## src/rtl/mips_pkg.sv

```systemverilog
// Shared definitions for the multicycle MIPS controller: FSM state enum,
// opcode constants, control-field encodings and the decoded control bundle.
package mips_pkg;

  typedef enum logic [3:0] {
    S_FETCH,
    S_DECODE,
    S_MEMADR,
    S_MEMRD,
    S_MEMWB,
    S_MEMWR,
    S_RTYPEEX,
    S_RTYPEWB,
    S_BEQEX,
    S_ADDIEX,
    S_ADDIWB,
    S_JEX
  } state_t;

  localparam logic [5:0] OP_RTYPE = 6'b000000;
  localparam logic [5:0] OP_LW    = 6'b100011;
  localparam logic [5:0] OP_SW    = 6'b101011;
  localparam logic [5:0] OP_BEQ   = 6'b000100;
  localparam logic [5:0] OP_ADDI  = 6'b001000;
  localparam logic [5:0] OP_J     = 6'b000010;

  localparam logic [1:0] ALUOP_ADD  = 2'b00;
  localparam logic [1:0] ALUOP_SUB  = 2'b01;
  localparam logic [1:0] ALUOP_FUNC = 2'b10;

  localparam logic [1:0] PCSRC_ALU    = 2'b00;
  localparam logic [1:0] PCSRC_ALUOUT = 2'b01;
  localparam logic [1:0] PCSRC_JUMP   = 2'b10;

  localparam logic [1:0] SRCB_REG   = 2'b00;
  localparam logic [1:0] SRCB_FOUR  = 2'b01;
  localparam logic [1:0] SRCB_IMM   = 2'b10;
  localparam logic [1:0] SRCB_IMMSH = 2'b11;

  // Per-state control word; pc_write and branch are internal and are
  // combined with Zero in the top to form PcEn.
  typedef struct packed {
    logic       iord;
    logic       mem_write;
    logic       ir_write;
    logic       reg_dst;
    logic       mem_to_reg;
    logic       reg_write;
    logic       alu_src_a;
    logic [1:0] alu_src_b;
    logic [1:0] alu_op;
    logic [1:0] pc_src;
    logic       pc_write;
    logic       branch;
  } ctrl_t;

  function automatic logic op_supported(input logic [5:0] op);
    case (op)
      OP_RTYPE, OP_LW, OP_SW, OP_BEQ, OP_ADDI, OP_J: return 1'b1;
      default:                                        return 1'b0;
    endcase
  endfunction

endpackage

```

## src/rtl/multicycle_control_if.sv

```systemverilog
// Controller <-> datapath bundle.
//   Op, Zero           : datapath -> controller (opcode, ALU zero flag)
//   IorD .. Illegal    : controller -> datapath control strobes/selects
// master = datapath side, slave = controller side.
interface multicycle_control_if;
  logic [5:0] Op;
  logic       Zero;
  logic       IorD;
  logic       MemWrite;
  logic       IRWrite;
  logic       RegDst;
  logic       MemtoReg;
  logic       RegWrite;
  logic       AluSrcA;
  logic [1:0] AluSrcB;
  logic [1:0] AluOp;
  logic [1:0] PcSrc;
  logic       PcEn;
  logic       Illegal;

  modport master (
    output Op, Zero,
    input  IorD, MemWrite, IRWrite, RegDst, MemtoReg, RegWrite,
           AluSrcA, AluSrcB, AluOp, PcSrc, PcEn, Illegal
  );

  modport slave (
    input  Op, Zero,
    output IorD, MemWrite, IRWrite, RegDst, MemtoReg, RegWrite,
           AluSrcA, AluSrcB, AluOp, PcSrc, PcEn, Illegal
  );
endinterface

```

## src/rtl/mc_output_decode.sv

```systemverilog
// Moore output decode: FSM state -> control word. Purely combinational.
//   state : current FSM state
//   ctrl  : control word for that state (unlisted fields are 0)
module mc_output_decode
  import mips_pkg::*;
(
  input  state_t state,
  output ctrl_t  ctrl
);

  always_comb begin
    ctrl = '0;
    case (state)
      S_FETCH: begin
        ctrl.alu_src_b = SRCB_FOUR;
        ctrl.ir_write  = 1'b1;
        ctrl.pc_write  = 1'b1;
      end
      S_DECODE: ctrl.alu_src_b = SRCB_IMMSH;
      S_MEMADR: begin
        ctrl.alu_src_a = 1'b1;
        ctrl.alu_src_b = SRCB_IMM;
      end
      S_MEMRD: ctrl.iord = 1'b1;
      S_MEMWB: begin
        ctrl.mem_to_reg = 1'b1;
        ctrl.reg_write  = 1'b1;
      end
      S_MEMWR: begin
        ctrl.iord      = 1'b1;
        ctrl.mem_write = 1'b1;
      end
      S_RTYPEEX: begin
        ctrl.alu_src_a = 1'b1;
        ctrl.alu_op    = ALUOP_FUNC;
      end
      S_RTYPEWB: begin
        ctrl.reg_dst   = 1'b1;
        ctrl.reg_write = 1'b1;
      end
      S_BEQEX: begin
        ctrl.alu_src_a = 1'b1;
        ctrl.alu_op    = ALUOP_SUB;
        ctrl.pc_src    = PCSRC_ALUOUT;
        ctrl.branch    = 1'b1;
      end
      S_ADDIEX: begin
        ctrl.alu_src_a = 1'b1;
        ctrl.alu_src_b = SRCB_IMM;
      end
      S_ADDIWB: ctrl.reg_write = 1'b1;
      S_JEX: begin
        ctrl.pc_src   = PCSRC_JUMP;
        ctrl.pc_write = 1'b1;
      end
      default: ctrl = '0;
    endcase
  end

endmodule

```

## src/rtl/multicycle_control.sv

```systemverilog
// Multicycle MIPS main controller (Moore FSM, 12 states).
//   Clk   : clock, rising edge
//   Reset : asynchronous, active-high; forces FETCH (and FETCH outputs)
//   bus   : slave side of multicycle_control_if (Op/Zero in, controls out)
module multicycle_control
  import mips_pkg::*;
(
  input  logic                  Clk,
  input  logic                  Reset,
  multicycle_control_if.slave   bus
);

  state_t state, next_state;
  ctrl_t  ctrl;

  always_ff @(posedge Clk or posedge Reset) begin
    if (Reset) state <= S_FETCH;
    else       state <= next_state;
  end

  // Op is only consulted in DECODE and MEMADR.
  always_comb begin
    next_state = S_FETCH;
    case (state)
      S_FETCH: next_state = S_DECODE;
      S_DECODE: begin
        case (bus.Op)
          OP_LW, OP_SW: next_state = S_MEMADR;
          OP_RTYPE:     next_state = S_RTYPEEX;
          OP_BEQ:       next_state = S_BEQEX;
          OP_ADDI:      next_state = S_ADDIEX;
          OP_J:         next_state = S_JEX;
          default:      next_state = S_FETCH;
        endcase
      end
      S_MEMADR:  next_state = (bus.Op == OP_LW) ? S_MEMRD : S_MEMWR;
      S_MEMRD:   next_state = S_MEMWB;
      S_RTYPEEX: next_state = S_RTYPEWB;
      S_ADDIEX:  next_state = S_ADDIWB;
      default:   next_state = S_FETCH;
    endcase
  end

  mc_output_decode u_decode (
    .state (state),
    .ctrl  (ctrl)
  );

  always_comb begin
    bus.IorD     = ctrl.iord;
    bus.MemWrite = ctrl.mem_write;
    bus.IRWrite  = ctrl.ir_write;
    bus.RegDst   = ctrl.reg_dst;
    bus.MemtoReg = ctrl.mem_to_reg;
    bus.RegWrite = ctrl.reg_write;
    bus.AluSrcA  = ctrl.alu_src_a;
    bus.AluSrcB  = ctrl.alu_src_b;
    bus.AluOp    = ctrl.alu_op;
    bus.PcSrc    = ctrl.pc_src;
    // branch is only set in BEQEX, so Zero has no effect elsewhere
    bus.PcEn     = ctrl.pc_write | (ctrl.branch & bus.Zero);
    bus.Illegal  = (state == S_DECODE) && !op_supported(bus.Op);
  end

endmodule

```

## src/flat_wrapper.sv

```systemverilog
// flat-port wrapper written by rule: the top's interface ports become plain ports
module multicycle_control_flat import mips_pkg::*;
  (Clk, Reset, bus_Op, bus_Zero, bus_IorD, bus_MemWrite, bus_IRWrite, bus_RegDst, bus_MemtoReg, bus_RegWrite, bus_AluSrcA, bus_AluSrcB, bus_AluOp, bus_PcSrc, bus_PcEn, bus_Illegal);
  multicycle_control_if bus_i ();
  input  logic Clk;
  input  logic Reset;
  input wire logic [$bits(bus_i.Op)-1:0] bus_Op;
  input wire logic [$bits(bus_i.Zero)-1:0] bus_Zero;
  output wire logic [$bits(bus_i.IorD)-1:0] bus_IorD;
  output wire logic [$bits(bus_i.MemWrite)-1:0] bus_MemWrite;
  output wire logic [$bits(bus_i.IRWrite)-1:0] bus_IRWrite;
  output wire logic [$bits(bus_i.RegDst)-1:0] bus_RegDst;
  output wire logic [$bits(bus_i.MemtoReg)-1:0] bus_MemtoReg;
  output wire logic [$bits(bus_i.RegWrite)-1:0] bus_RegWrite;
  output wire logic [$bits(bus_i.AluSrcA)-1:0] bus_AluSrcA;
  output wire logic [$bits(bus_i.AluSrcB)-1:0] bus_AluSrcB;
  output wire logic [$bits(bus_i.AluOp)-1:0] bus_AluOp;
  output wire logic [$bits(bus_i.PcSrc)-1:0] bus_PcSrc;
  output wire logic [$bits(bus_i.PcEn)-1:0] bus_PcEn;
  output wire logic [$bits(bus_i.Illegal)-1:0] bus_Illegal;
  assign bus_i.Op = bus_Op;
  assign bus_i.Zero = bus_Zero;
  assign bus_IorD = bus_i.IorD;
  assign bus_MemWrite = bus_i.MemWrite;
  assign bus_IRWrite = bus_i.IRWrite;
  assign bus_RegDst = bus_i.RegDst;
  assign bus_MemtoReg = bus_i.MemtoReg;
  assign bus_RegWrite = bus_i.RegWrite;
  assign bus_AluSrcA = bus_i.AluSrcA;
  assign bus_AluSrcB = bus_i.AluSrcB;
  assign bus_AluOp = bus_i.AluOp;
  assign bus_PcSrc = bus_i.PcSrc;
  assign bus_PcEn = bus_i.PcEn;
  assign bus_Illegal = bus_i.Illegal;
  multicycle_control u_core (.Clk(Clk), .Reset(Reset), .bus(bus_i));
endmodule
```

## config.mk

```make
export PLATFORM = sky130hd
export DESIGN_NAME = multicycle_control_flat
export DESIGN_NICKNAME = d
export VERILOG_FILES = /design/src/rtl/mips_pkg.sv /design/src/rtl/multicycle_control_if.sv /design/src/rtl/mc_output_decode.sv /design/src/rtl/multicycle_control.sv /design/src/flat_wrapper.sv
export SDC_FILE = /design/constraint.sdc
export NUM_CORES = 1
export LEC_CHECK = 0
export CAP_MARGIN = 20
export CORE_UTILIZATION = 25
export CTS_BUF_LIST = sky130_fd_sc_hd__clkbuf_8 sky130_fd_sc_hd__clkbuf_16
export DETAILED_ROUTE_END_ITERATION = 12
export GPL_TIMING_DRIVEN = 0
export PLACE_DENSITY = 0.58
export SKIP_CTS_REPAIR_TIMING = 1
export SYNTH_ARGS = -nofsm -noshare
export SYNTH_HDL_FRONTEND = slang
export SYNTH_SLANG_ARGS = --single-unit
```

## constraint.sdc

```tcl
create_clock -name Clk -period 3.1 [get_ports Clk]
set_clock_uncertainty 0.15 [all_clocks]
set_input_delay 0.93 -clock Clk [delete_from_list [all_inputs] [get_ports Clk]]
set_output_delay 0.93 -clock Clk [all_outputs]
set_load 0.03 [all_outputs]
```

layer_met3.png
Bar = 10 µm.
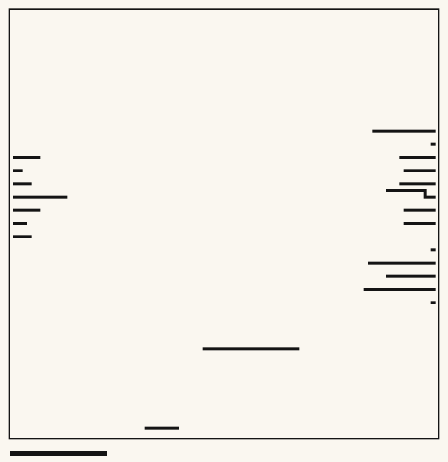
nets with wire on the layer = 22
longest straight run = 9.70 µm
wire length on this layer = 75.2 µm

sizes.png
Bar = 10 µm.
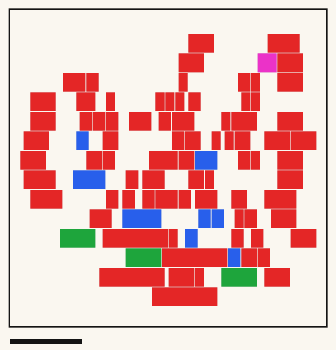
_2 cells -> blue  # cells 8, share 8.9%
_3 and _4 cells -> magenta  # cells 1, share 1.1%
_0 and _1 cells -> red  # cells 78, share 87%
_6 and larger -> green  # cells 3, share 3.3%
Buffers, non-clock: 28
minimum setup slack in the final design: -0.170 ns

==> summary.txt <==
The run has ended; figures from its reports follow.

After synthesis, the most frequently instantiated cells are 7 x sky130_fd_sc_hd__nor2_1, 7 x sky130_fd_sc_hd__nor3_1, 6 x sky130_fd_sc_hd__nand2_1, 5 x sky130_fd_sc_hd__nand3_1. The number of nets at floorplan came out at between 70 and 80. The combinational cell fraction of total power came out at 0.669. The worst reg2reg path depth came out at 4. The post-synth design cell area came out at ~440 µm².

The yosys-reported design area after synthesis is roughly 440 µm². In the routed layout, each cell is associated on average with a via count of around 5. The terminating pin of the worst hold path is u_core.state[0]$_DFF_PP0_. For this run, the final setup violation count is recorded as 1. The chip occupies between 1500 and 2000 µm². The power density relative to cell area is ~760 nW/µm². The global route total overflow came out at 0. Summing internal, switching and leakage power gives roughly 0.00056 W.

u_core.state holds more flip-flops than any other register. Logged for this run, the post-placement worst setup slack is -0.674 ns. The run finished, with violations left.

Per the cell usage report, the commonest logic cells after layout are 18 x sky130_fd_sc_hd__clkdlybuf4s50_1, 7 x sky130_fd_sc_hd__nor3_1, 7 x sky130_fd_sc_hd__nor2_1. The share of final layout cell area taken by clock buffers and inverters is 0.0554. The cell total in the yosys stat output is 64. The synthesized design spends more area on one cell type than any other, namely sky130_fd_sc_hd__dfrtp_1.

The type of the setup path with the least slack is primary input to primary output. The insertion delay of the later-clocked pin in the worst-skew pair came out at 0.21 ns. The met2 global-route usage is 0.218.

The DRC violation count after routing came out at 1. The yosys warning tally is 0. Compared with the post-synthesis result, the final layout area differs by 68.4%. The critical path in the final layout is reported with a setup slack of -0.170 ns. The OpenROAD warning count is 27. The number of inverters outside the clock class in the layout came out at 3. The number of placed instances, taps included, is about 100. The peak ir drop on the vdd network is around 0.00047 V. Summed over all layers, the routed wires come to around 1200 µm.

The final critical path time including I/O delays and setup is between 3 and 4 ns. The checks that failed: DRC, setup timing. The count of pins over their slew limit is 0.
placement.png
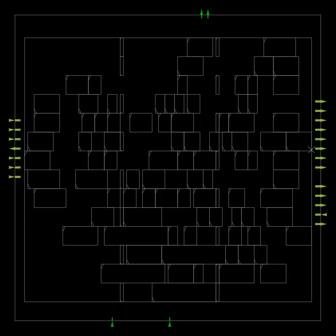
area of the placeable core: 1580 µm²
fraction of the core area covered by cells at the end of the flow: 0.473
flip-flop and latch count: 4

io_placement.png
Bar = 10 µm. Pins as bars across the die edge, other pins in gray.
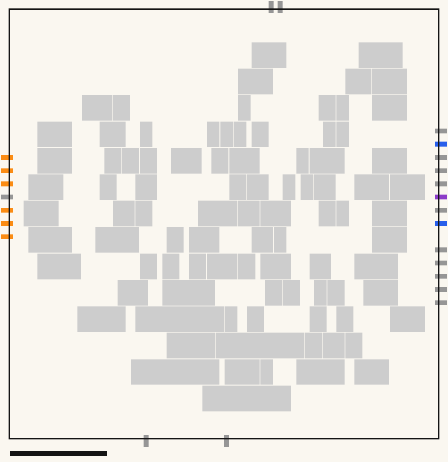
`bus_Op` -> orange  # pins 6, direction input, edge west
`bus_AluOp` -> blue  # pins 2, direction output, edge east
`bus_RegWrite` -> purple  # pins 1, direction output, edge east
all pins by edge = 13 east, 7 west, 2 south, 2 north
die width: 44.1 µm
die height: 44.1 µm

Power is estimated from default activity; no workload was simulated.
